==> config.mk <==
export PLATFORM = sky130hd
export DESIGN_NAME = morse_decoder_fifo
export DESIGN_NICKNAME = d
export VERILOG_FILES = /design/src/rtl/morse_decoder_fifo.sv
export SDC_FILE = /design/constraint.sdc
export NUM_CORES = 1
export LEC_CHECK = 0
export CAP_MARGIN = 5
export CORE_ASPECT_RATIO = 1.4
export CORE_UTILIZATION = 30
export DETAILED_ROUTE_END_ITERATION = 8
export PLACE_DENSITY = 0.54
export SLEW_MARGIN = 20
export SYNTH_ARGS = -nofsm -noshare
export SYNTH_HDL_FRONTEND = slang
export SYNTH_SLANG_ARGS = --single-unit
==> constraint.sdc <==
create_clock -name clk -period 3.8 [get_ports clk]
set_input_delay 1.14 -clock clk [delete_from_list [all_inputs] [get_ports clk]]
set_output_delay 1.14 -clock clk [all_outputs]
set_load 0.005 [all_outputs]
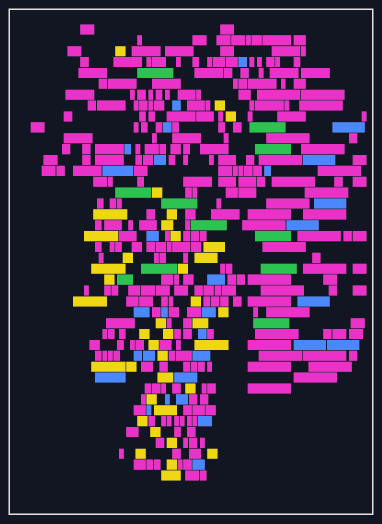
Figure 1: cells by drive strength.
Drawn at 4 px/um.
Key: magenta = drive 1 or less [cells 292, share 79%, most used nor2_1]; green = drive 6 and up [cells 11, share 3.0%, most used clkbuf_16]; yellow = drive 3 to 4 [cells 38, share 10%, most used buf_4]; blue = drive 2 [cells 30, share 8.1%, most used mux4_2]
final std cell area, no fill: 0.004094 mm^2
fin worst setup slack: 112.6 ps
Layout area overhead: 24.46%
Plain + repair buffers: 45

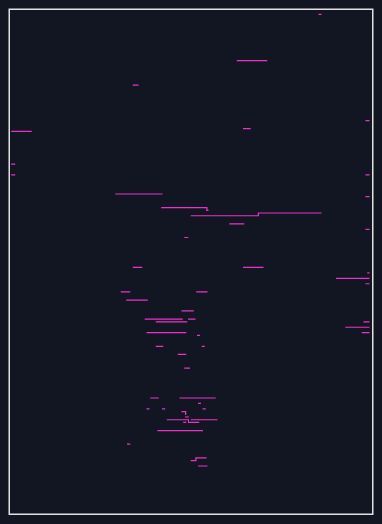
Figure 2: met3 routing.
Drawn at 4 px/um.
The layer carries 196 um of wire. The layer holds 2.6% of the routed length. 31 nets have wire on it. The longest straight run is 16.8 um. The wires run mostly horizontal.
DR vias: 2588
met3 layer usage reported by global route: 2.234%
drt total wl: 7561 um

==> flow_summary_export.csv <==
group,metric,value,unit
power_and_ir_drop,part_of_the_power_in_registers,38.0,%
setup_path,cp_cell_sequence,"clkbuf_4, nand2b_1, o22ai_1, o21ai_2, nand4_1, a21o_4, nand4_1, a41o_1, clkdlybuf4s50_1",
power_and_ir_drop,netSwitchingPower,0.6043,mW
timing,timing.final.setup_violations,0,
timing,tightestPinTransition,720.3,ps
finish,num-nonclk-inverters,13,
placement,dp_slack,123.4,ps
global_routing,grt_pass1_vias,2537,
finish,largest_register_ffs,28,
synth,yosys.cell_types.count,62,
clock_network,numClockSinks,60,
placement,count_of_input_and_output_buffers,19,
synth,synth.yosys.seq_area_share,45.04,%
synth,post-synth-top-count-cell,"nor2_1",
synth,most_used_dff_post_synth,"dfxtp_1",
finish,layout.sequential_cells,60,
timing,slew_headroom,51.98,%
synth,yosys_warnings,0,
setup_path,worst_setup_start_kind,"flop",
placement,dpl-instance-area,0.003656,mm^2
finish,logic_area,0.001699,mm^2
global_routing,pin_count_of_the_biggest_net_entering_global_routing,20,
placement,placed_cells,485,
clock_network,number_of_cts_inserted_buffers,9,
finish,diodes,0,
synth,yosys_register_bits,60,
timing,post-route-period-util,97.04,%
setup_path,critPathMostFrequentCell,"nand4_1",
power_and_ir_drop,comb-power,0.598,mW
worst_hold_path,min_path_cells,1,
clock_network,tritoncts,"done",
setup_path,max_stage_delay,510,ps
power_and_ir_drop,cell_internal_pwr,1.570,mW
synth,fa_ha_area_share,4.793,%
power_and_ir_drop,leakage,1.465,nW
clock_network,clockRootBuffer,"clkbuf_16",
global_routing,grt_first_pass_wirelength,12590,um
finish,signal_buffer_area_fraction,9.505,%
synth,top_cell_area_share,25.56,%
setup_path,worst-path-stages,9,
status,run_status,"finished, final reports clean",
power_and_ir_drop,totalPowerFinal,2.174,mW
detailed_routing,detail_route.first_pass.iterations,4,
die,fp.dieW,90.50,um
clock_network,clock_tree.htree_level_count,3,
power_and_ir_drop,p_clk,0.751,mW
finish,comb_cells,237,
clock_network,holdBufCountCts,0,
die,initial_core_util,31.28,%
worst_hold_path,min-delay-path-class,"reg2reg",
finish,postLayoutCoreUtil,38.93,%
detailed_routing,drt-vias-per-instance,5.084,
clock_network,cts_resized,9,
synth,ys_chip_area,0.003289,mm^2
global_routing,grt.total_usage,13.94,%
setup_path,timing.setup.critical_path_class,"reg2out",
job,tool_warnings,34,
setup_path,rrSetupSlack,1590,ps
synth,synthArstFlopShare,0,%
synth,synth_area_leader_cell,"edfxtp_1",
die,num_tap_cells,138,
power_and_ir_drop,vdd.ir_drop.worst,208.0,uV
global_routing,grt-ovfl-total,0,
synth,yosys.area_share.xor_xnor,1.864,%
clock_network,clk_transition_reported_paths,50,ps
timing,timing.hold.ws,377.9,ps
die,fp.dieH,125.9,um
clock_network,postCtsSetupRepairBufs,0,
die,chip_area,0.01139,mm^2
synth,simple_gate_share,23.66,%
detailed_routing,drc,0,
synth,number_of_enable_type_register_cells_in_the_synthesized_netlist,28,
detailed_routing,drt_iter0_markers,161,
clock_network,ctsLongestPathBuffers,2,
power_and_ir_drop,power_frac_clock,34.5,%
setup_path,cp_data_required_time,2660,ps
finish,layout.cells.non_filler,509,
finish,comb_share,41.50,%
finish,seq_share,36.71,%
finish,n_fill_cell,1035,
synth,yosys-mux-area-fraction,5.401,%
finish,layout.nets,385,
die,ioPinCount,21,
timing,setup_total_negative_slack,0,ps
detailed_routing,avgRoutedWirePerCell,14.85,um
setup_path,ff2ff_path_depth,7,
-- metal layers --
layer	wire length [um]	up-vias	track usage, %	share of wire, %
met3	196	26	2.234	2.6
met1	3224	1216	16.03	43
li1	-	1276	-	-
met5	0	-	0	0
met4	341	0	7.400	4.5
met2	3800	70	24.60	50
-- layout by cell type, fill, tap and decap left out, types with 6 or more instances in the layout --
master / n
nor2_1: 38
edfxtp_1: 28
dfxtp_1: 25
buf_4: 24
a21oi_1: 20
clkdlybuf4s50_1: 19
nand2_1: 17
nor2b_1: 13
inv_1: 11
nor3_1: 11
and2_1: 11
ha_1: 11
clkbuf_16: 10
o22ai_1: 8
o21ai_0: 8
nand3_1: 7
mux4_2: 7
a31oi_1: 6
Power is estimated from default activity; no workload was simulated.
